[src/rtl/gnn_agg_pkg.sv]
// -----------------------------------------------------------------------------
// gnn_agg_pkg
// Shared definitions for the GCN aggregation stage (A * (X * W)).
//   agg_state_t           : FSM states of aggregation_block
//   NODE_IDX_W            : node-index width for the default node count
//   ADDR_W                : shared-memory address width
//   COO_BASE_ADDR_DEFAULT : shared-memory address of COO entry 0
// -----------------------------------------------------------------------------
package gnn_agg_pkg;

    typedef enum logic [2:0] {
        IDLE,
        CLR,
        COO_REQ,
        COO_CAP,
        FM_CAP,
        ACC,
        WRITE,
        DONE
    } agg_state_t;

    localparam int NUM_NODES_DEFAULT = 6;
    localparam int NODE_IDX_W        = $clog2(NUM_NODES_DEFAULT);
    localparam int ADDR_W            = 13;

    localparam logic [ADDR_W-1:0] COO_BASE_ADDR_DEFAULT = 13'h0400;

endpackage : gnn_agg_pkg

[src/rtl/agg_accumulator_bank.sv]
// -----------------------------------------------------------------------------
// agg_accumulator_bank
// NUM_NODES x COLS array of unsigned accumulators. One row can be added to per
// cycle (zero-extended input, wrapping modulo 2^ACC_W) and one row is read
// combinationally.
// Ports:
//   clk        : clock, rising edge
//   reset      : synchronous active-low reset, clears every accumulator
//   clear_i    : synchronous clear of every accumulator
//   add_en_i   : add add_row_i into row add_idx_i
//   add_idx_i  : destination row of the add
//   add_row_i  : row to add, IN_W bits per element
//   rd_idx_i   : row to read
//   rd_row_o   : contents of row rd_idx_i (0 for an index past NUM_NODES-1)
// -----------------------------------------------------------------------------
module agg_accumulator_bank
    import gnn_agg_pkg::*;
#(
    parameter int NUM_NODES = 6,
    parameter int COLS      = 3,
    parameter int IN_W      = 16,
    parameter int ACC_W     = 19
) (
    input  logic                          clk,
    input  logic                          reset,
    input  logic                          clear_i,
    input  logic                          add_en_i,
    input  logic [$clog2(NUM_NODES)-1:0]  add_idx_i,
    input  logic [IN_W-1:0]               add_row_i [COLS],
    input  logic [$clog2(NUM_NODES)-1:0]  rd_idx_i,
    output logic [ACC_W-1:0]              rd_row_o  [COLS]
);

    localparam int IDX_W = $clog2(NUM_NODES);

    logic [ACC_W-1:0] acc_q [NUM_NODES][COLS];

    // NOTE: sequential state is written with non-blocking assignments so every
    // flop samples the values from before the clock edge.
    // NOTE: this array is built from flops, not a RAM macro, so it can and must
    // be cleared by reset; a RAM-backed store would be cleared by walking it.
    always_ff @(posedge clk) begin
        if (!reset || clear_i) begin
            for (int n = 0; n < NUM_NODES; n++) begin
                for (int c = 0; c < COLS; c++) begin
                    acc_q[n][c] <= '0;
                end
            end
        end else if (add_en_i) begin
            for (int n = 0; n < NUM_NODES; n++) begin
                if (add_idx_i == IDX_W'(n)) begin
                    for (int c = 0; c < COLS; c++) begin
                        acc_q[n][c] <= acc_q[n][c] + ACC_W'(add_row_i[c]);
                    end
                end
            end
        end
    end

    // NOTE: every output of a combinational block gets a default first so no
    // path leaves it unassigned and no latch is inferred.
    always_comb begin
        for (int c = 0; c < COLS; c++) begin
            rd_row_o[c] = '0;
        end
        for (int n = 0; n < NUM_NODES; n++) begin
            if (rd_idx_i == IDX_W'(n)) begin
                for (int c = 0; c < COLS; c++) begin
                    rd_row_o[c] = acc_q[n][c];
                end
            end
        end
    end

endmodule : agg_accumulator_bank

[src/rtl/aggregation_block.sv]
// -----------------------------------------------------------------------------
// aggregation_block
// Walks the COO edge list in shared memory, fetches each source node's
// transformed row from the FM_WM memory and sums it into the destination
// node's accumulator. After the last edge, every accumulator row is streamed
// to the FM_AGG memory and done pulses for one cycle.
//
// Optional build macro SELF_LOOP_EN: after the COO edges, NUM_NODES virtual
// edges i->i are processed (A + I) without any COO read.
//
// Ports:
//   clk           : clock, rising edge
//   reset         : synchronous active-low reset
//   start         : one-cycle request, only honoured in IDLE
//   enable_read   : COO read strobe
//   read_address  : COO address (COO_BASE_ADDR + edge index)
//   coo_in        : COO entry {dst, src}, valid the cycle after enable_read
//   fm_read_en    : FM_WM read strobe
//   fm_read_row   : FM_WM row index
//   fm_wm_row_in  : FM_WM row, valid the cycle after fm_read_en
//   agg_wr_en     : FM_AGG write strobe
//   agg_write_row : FM_AGG row index
//   agg_row_out   : aggregated row
//   busy          : high outside IDLE
//   edge_error    : sticky out-of-range node index flag, cleared by CLR
//   done          : one-cycle completion pulse
// -----------------------------------------------------------------------------
module aggregation_block
    import gnn_agg_pkg::*;
#(
    parameter int                NUM_NODES      = 6,
    parameter int                NUM_EDGES      = 6,
    parameter int                FM_WM_COLS     = 3,
    parameter int                DOT_PROD_WIDTH = 16,
    parameter int                AGG_WIDTH      = 19,
    parameter int                COO_IDX_WIDTH  = 8,
    parameter logic [ADDR_W-1:0] COO_BASE_ADDR  = COO_BASE_ADDR_DEFAULT
) (
    input  logic                          clk,
    input  logic                          reset,
    input  logic                          start,
    output logic                          enable_read,
    output logic [ADDR_W-1:0]             read_address,
    input  logic [2*COO_IDX_WIDTH-1:0]    coo_in,
    output logic                          fm_read_en,
    output logic [$clog2(NUM_NODES)-1:0]  fm_read_row,
    input  logic [DOT_PROD_WIDTH-1:0]     fm_wm_row_in [0:FM_WM_COLS-1],
    output logic                          agg_wr_en,
    output logic [$clog2(NUM_NODES)-1:0]  agg_write_row,
    output logic [AGG_WIDTH-1:0]          agg_row_out  [0:FM_WM_COLS-1],
    output logic                          busy,
    output logic                          edge_error,
    output logic                          done
);

    localparam int IDX_W = $clog2(NUM_NODES);
`ifdef SELF_LOOP_EN
    localparam int TOTAL_EDGES = NUM_EDGES + NUM_NODES;
`else
    localparam int TOTAL_EDGES = NUM_EDGES;
`endif
    localparam int EDGE_W = $clog2(TOTAL_EDGES + 1);

    generate
        if (NUM_EDGES < 1) begin : g_bad_num_edges
            $error("aggregation_block: NUM_EDGES must be at least 1");
        end
        if (AGG_WIDTH < DOT_PROD_WIDTH) begin : g_bad_agg_width
            $error("aggregation_block: AGG_WIDTH must be >= DOT_PROD_WIDTH");
        end
    endgenerate

    agg_state_t                state_q, state_d;
    logic [EDGE_W-1:0]         edge_idx_q, edge_idx_d;
    logic [IDX_W-1:0]          node_idx_q, node_idx_d;
    logic [COO_IDX_WIDTH-1:0]  src_q, src_d;
    logic [COO_IDX_WIDTH-1:0]  dst_q, dst_d;
    logic [DOT_PROD_WIDTH-1:0] row_q [FM_WM_COLS];
    logic [DOT_PROD_WIDTH-1:0] row_d [FM_WM_COLS];
    logic                      edge_error_q, edge_error_d;
    logic [ADDR_W-1:0]         raddr_q, raddr_d;

    logic                      is_virtual;
    logic [COO_IDX_WIDTH-1:0]  loop_idx;
    logic [COO_IDX_WIDTH-1:0]  src_cur;
    logic [COO_IDX_WIDTH-1:0]  dst_cur;
    logic [ADDR_W-1:0]         coo_addr;
    logic                      idx_ok;
    logic [AGG_WIDTH-1:0]      rd_row [FM_WM_COLS];

    // Edge indices past the COO list are the self-loop edges i->i.
`ifdef SELF_LOOP_EN
    assign is_virtual = (edge_idx_q >= EDGE_W'(NUM_EDGES));
    assign loop_idx   = COO_IDX_WIDTH'(edge_idx_q - EDGE_W'(NUM_EDGES));
`else
    assign is_virtual = 1'b0;
    assign loop_idx   = '0;
`endif

    // In COO_CAP the entry is consumed straight from coo_in so the FM_WM
    // request can go out in the same cycle.
    assign src_cur  = is_virtual ? loop_idx : coo_in[COO_IDX_WIDTH-1:0];
    assign dst_cur  = is_virtual ? loop_idx : coo_in[2*COO_IDX_WIDTH-1:COO_IDX_WIDTH];
    assign coo_addr = COO_BASE_ADDR + ADDR_W'(edge_idx_q);
    assign idx_ok   = (src_q < COO_IDX_WIDTH'(NUM_NODES)) &&
                      (dst_q < COO_IDX_WIDTH'(NUM_NODES));

    always_comb begin
        state_d      = state_q;
        edge_idx_d   = edge_idx_q;
        node_idx_d   = node_idx_q;
        src_d        = src_q;
        dst_d        = dst_q;
        row_d        = row_q;
        edge_error_d = edge_error_q;
        raddr_d      = raddr_q;

        unique case (state_q)
            IDLE: begin
                if (start) begin
                    state_d = CLR;
                end
            end
            CLR: begin
                edge_idx_d   = '0;
                node_idx_d   = '0;
                edge_error_d = 1'b0;
                state_d      = COO_REQ;
            end
            COO_REQ: begin
                // Virtual edges keep the previous address on the bus.
                if (!is_virtual) begin
                    raddr_d = coo_addr;
                end
                state_d = COO_CAP;
            end
            COO_CAP: begin
                src_d   = src_cur;
                dst_d   = dst_cur;
                state_d = FM_CAP;
            end
            FM_CAP: begin
                row_d   = fm_wm_row_in;
                state_d = ACC;
            end
            ACC: begin
                if (!idx_ok) begin
                    edge_error_d = 1'b1;
                end
                edge_idx_d = edge_idx_q + 1'b1;
                if (edge_idx_q == EDGE_W'(TOTAL_EDGES - 1)) begin
                    node_idx_d = '0;
                    state_d    = WRITE;
                end else begin
                    state_d = COO_REQ;
                end
            end
            WRITE: begin
                if (node_idx_q == IDX_W'(NUM_NODES - 1)) begin
                    state_d = DONE;
                end else begin
                    node_idx_d = node_idx_q + 1'b1;
                end
            end
            DONE: begin
                state_d = IDLE;
            end
            default: begin
                state_d = IDLE;
            end
        endcase
    end

    always_ff @(posedge clk) begin
        if (!reset) begin
            state_q      <= IDLE;
            edge_idx_q   <= '0;
            node_idx_q   <= '0;
            src_q        <= '0;
            dst_q        <= '0;
            edge_error_q <= 1'b0;
            raddr_q      <= '0;
            for (int c = 0; c < FM_WM_COLS; c++) begin
                row_q[c] <= '0;
            end
        end else begin
            state_q      <= state_d;
            edge_idx_q   <= edge_idx_d;
            node_idx_q   <= node_idx_d;
            src_q        <= src_d;
            dst_q        <= dst_d;
            edge_error_q <= edge_error_d;
            raddr_q      <= raddr_d;
            row_q        <= row_d;
        end
    end

    agg_accumulator_bank #(
        .NUM_NODES (NUM_NODES),
        .COLS      (FM_WM_COLS),
        .IN_W      (DOT_PROD_WIDTH),
        .ACC_W     (AGG_WIDTH)
    ) u_bank (
        .clk       (clk),
        .reset     (reset),
        .clear_i   (state_q == CLR),
        .add_en_i  ((state_q == ACC) && idx_ok),
        .add_idx_i (dst_q[IDX_W-1:0]),
        .add_row_i (row_q),
        .rd_idx_i  (node_idx_q),
        .rd_row_o  (rd_row)
    );

    // Moore outputs; every strobe and index is forced to 0 outside its state.
    assign busy          = (state_q != IDLE);
    assign enable_read   = (state_q == COO_REQ) && !is_virtual;
    assign read_address  = enable_read ? coo_addr : raddr_q;
    assign fm_read_en    = (state_q == COO_CAP);
    assign fm_read_row   = fm_read_en ? src_cur[IDX_W-1:0] : '0;
    assign agg_wr_en     = (state_q == WRITE);
    assign agg_write_row = agg_wr_en ? node_idx_q : '0;
    assign edge_error    = edge_error_q;
    assign done          = (state_q == DONE);

    always_comb begin
        for (int c = 0; c < FM_WM_COLS; c++) begin
            agg_row_out[c] = agg_wr_en ? rd_row[c] : '0;
        end
    end

endmodule : aggregation_block

[config.mk]
export PLATFORM = sky130hd
export DESIGN_NAME = aggregation_block
export DESIGN_NICKNAME = d
export VERILOG_FILES = /design/src/rtl/gnn_agg_pkg.sv /design/src/rtl/agg_accumulator_bank.sv /design/src/rtl/aggregation_block.sv
export SDC_FILE = /design/constraint.sdc
export NUM_CORES = 1
export LEC_CHECK = 0
export ABC_AREA = 0
export CORE_MARGIN = 2
export CORE_UTILIZATION = 30
export DETAILED_ROUTE_END_ITERATION = 7
export GPL_TIMING_DRIVEN = 0
export PLACE_DENSITY = 0.58
export RECOVER_POWER = 25
export SYNTH_ARGS = -nofsm -noshare
export SYNTH_HDL_FRONTEND = slang
export SYNTH_SLANG_ARGS = --single-unit
[constraint.sdc]
create_clock -name clk -period 5.5 [get_ports clk]
set_clock_uncertainty 0.2 [all_clocks]
set_input_delay 1.1 -clock clk [delete_from_list [all_inputs] [get_ports clk]]
set_output_delay 1.1 -clock clk [all_outputs]
set_load 0.01 [all_outputs]
==> reports/metrics.json <==
{
  "outcome": {
    "failed_checks": "max-capacitance violations, max-slew violations",
    "run_status": "complete, but fails checks"
  },
  "timing": {
    "min_period_over_period_pct": 97.5,
    "hold_violations": 0,
    "final_max_slew_viol_count": 94,
    "finalHoldWorstSlack_ns": 0.266,
    "max-slew-margin-rel_pct": -147
  },
  "layout": {
    "area_share_nonclk_buffers_pct": 6.38,
    "clkbuf_count": 77,
    "layout.cells.most_common": "sky130_fd_sc_hd__nor2_1",
    "comb_area_share_pct": 50.1,
    "clk_share_pct": 4.77,
    "stdcell_area_um2": 36400,
    "seqAreaFraction_pct": 33.0,
    "regMostFlops": "u_bank.acc_q",
    "layout.comb_gates.multi_input": 2777
  },
  "pwr": {
    "power.sequential.total_mw": 3.92,
    "clk-power_mw": 3.60,
    "pwr.group.combinational_mw": 1.15,
    "power-per-cell-area_nw_per_um2": 238,
    "ir_worst_vdd_v": 0.000273,
    "internal_power_mw": 6.24,
    "power_top_consumer": "sequential cells"
  },
  "setup_path": {
    "regToRegStartpoint": "dst_q[2]",
    "critical_path.max_stage_delay_ns": 0.62,
    "critical_path_sink_type": "output port",
    "critical_path.max_fanout": 10,
    "worstSetupEndpoint": "agg_row_out[44]",
    "worstPathCellList": "ha_1 -> ha_1 -> clkbuf_2 -> clkbuf_1 -> a21oi_1 -> nor2_1 -> a21oi_1 -> o21ai_0 -> clkdlybuf4s50_1"
  },
  "synthesis": {
    "main_area_contributors": "sky130_fd_sc_hd__edfxtp_1 (33%), sky130_fd_sc_hd__ha_1 (12%), sky130_fd_sc_hd__nor2_1 (5.6%)",
    "synth-area-yosys_um2": 31100,
    "asyncSetResetFlopFracSynth_pct": 0,
    "synth.distinct_cells": 82,
    "netlist_instances": 3432,
    "ys_warn_count": 0,
    "avgSynthCellArea_um2": 9.07,
    "synth_xor_xnor_area_share_pct": 6.25,
    "synth_top_cell_by_count": "sky130_fd_sc_hd__nor2_1"
  },
  "placed_design": {
    "port_buffers": 148,
    "numPlacedInstances": 4980,
    "gp_congestion": 0.898,
    "place_hpwl_mm": 82.0,
    "dpl_cell_area_um2": 34800
  },
  "global_route": {
    "grt-busiest-layer": "met2",
    "gr-usage-all-layers_pct": 19.4,
    "grt_use_met2_pct": 32.6,
    "grt_start_max_net_pins": 39,
    "vias_in_the_first_global_route": 26100
  },
  "clock_tree": {
    "ctsResizeCount": 19,
    "cts_buffer_depth": 3,
    "tritoncts": "yes",
    "cts_hold_buf": 0
  },
  "die": {
    "die_y_um": 326,
    "rows": 118,
    "io-pin-count": 149,
    "floorplanUtilization_pct": 30.2
  },
  "run": {
    "cap_viol_max_count": 6
  },
  "drt": {
    "finalWirelength_mm": 106,
    "vias_per_cell": 5.33
  },
  "min_path": {
    "holdPathEnd": "src_q[7]"
  }
}
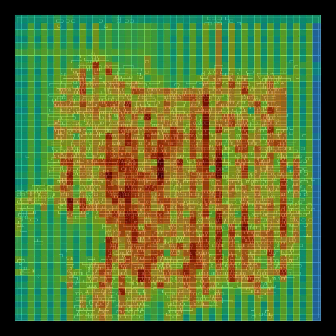
Fig. 1. Congestion heat map.
met1 track demand over resource in global routing: 25.9%
Layout Utilization: 35.2%
GR Util met3: 2.43%

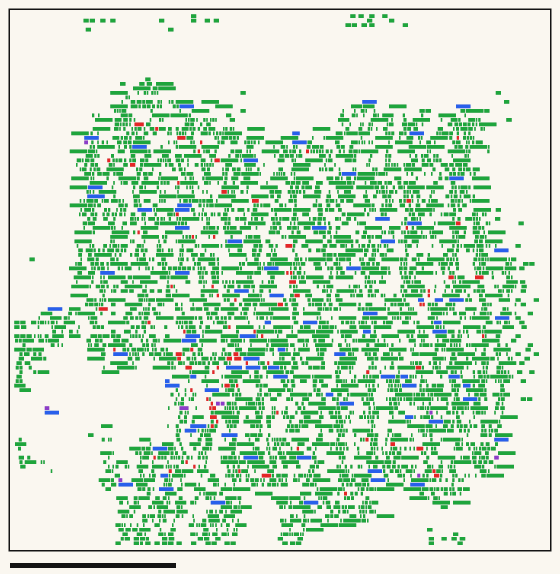
Fig. 2. Cell sizes after repair.
The bar under the picture is 100 µm long.
_6 and larger: drawn in blue, cells 81, share 2.2%. _3 and _4 cells: drawn in purple, cells 9, share 0.24%. _0 and _1 cells: drawn in green, cells 3525, share 95%. _2 cells: drawn in red, cells 81, share 2.2%.

Power figures rest on the tool's default switching activity, not on a simulated workload.
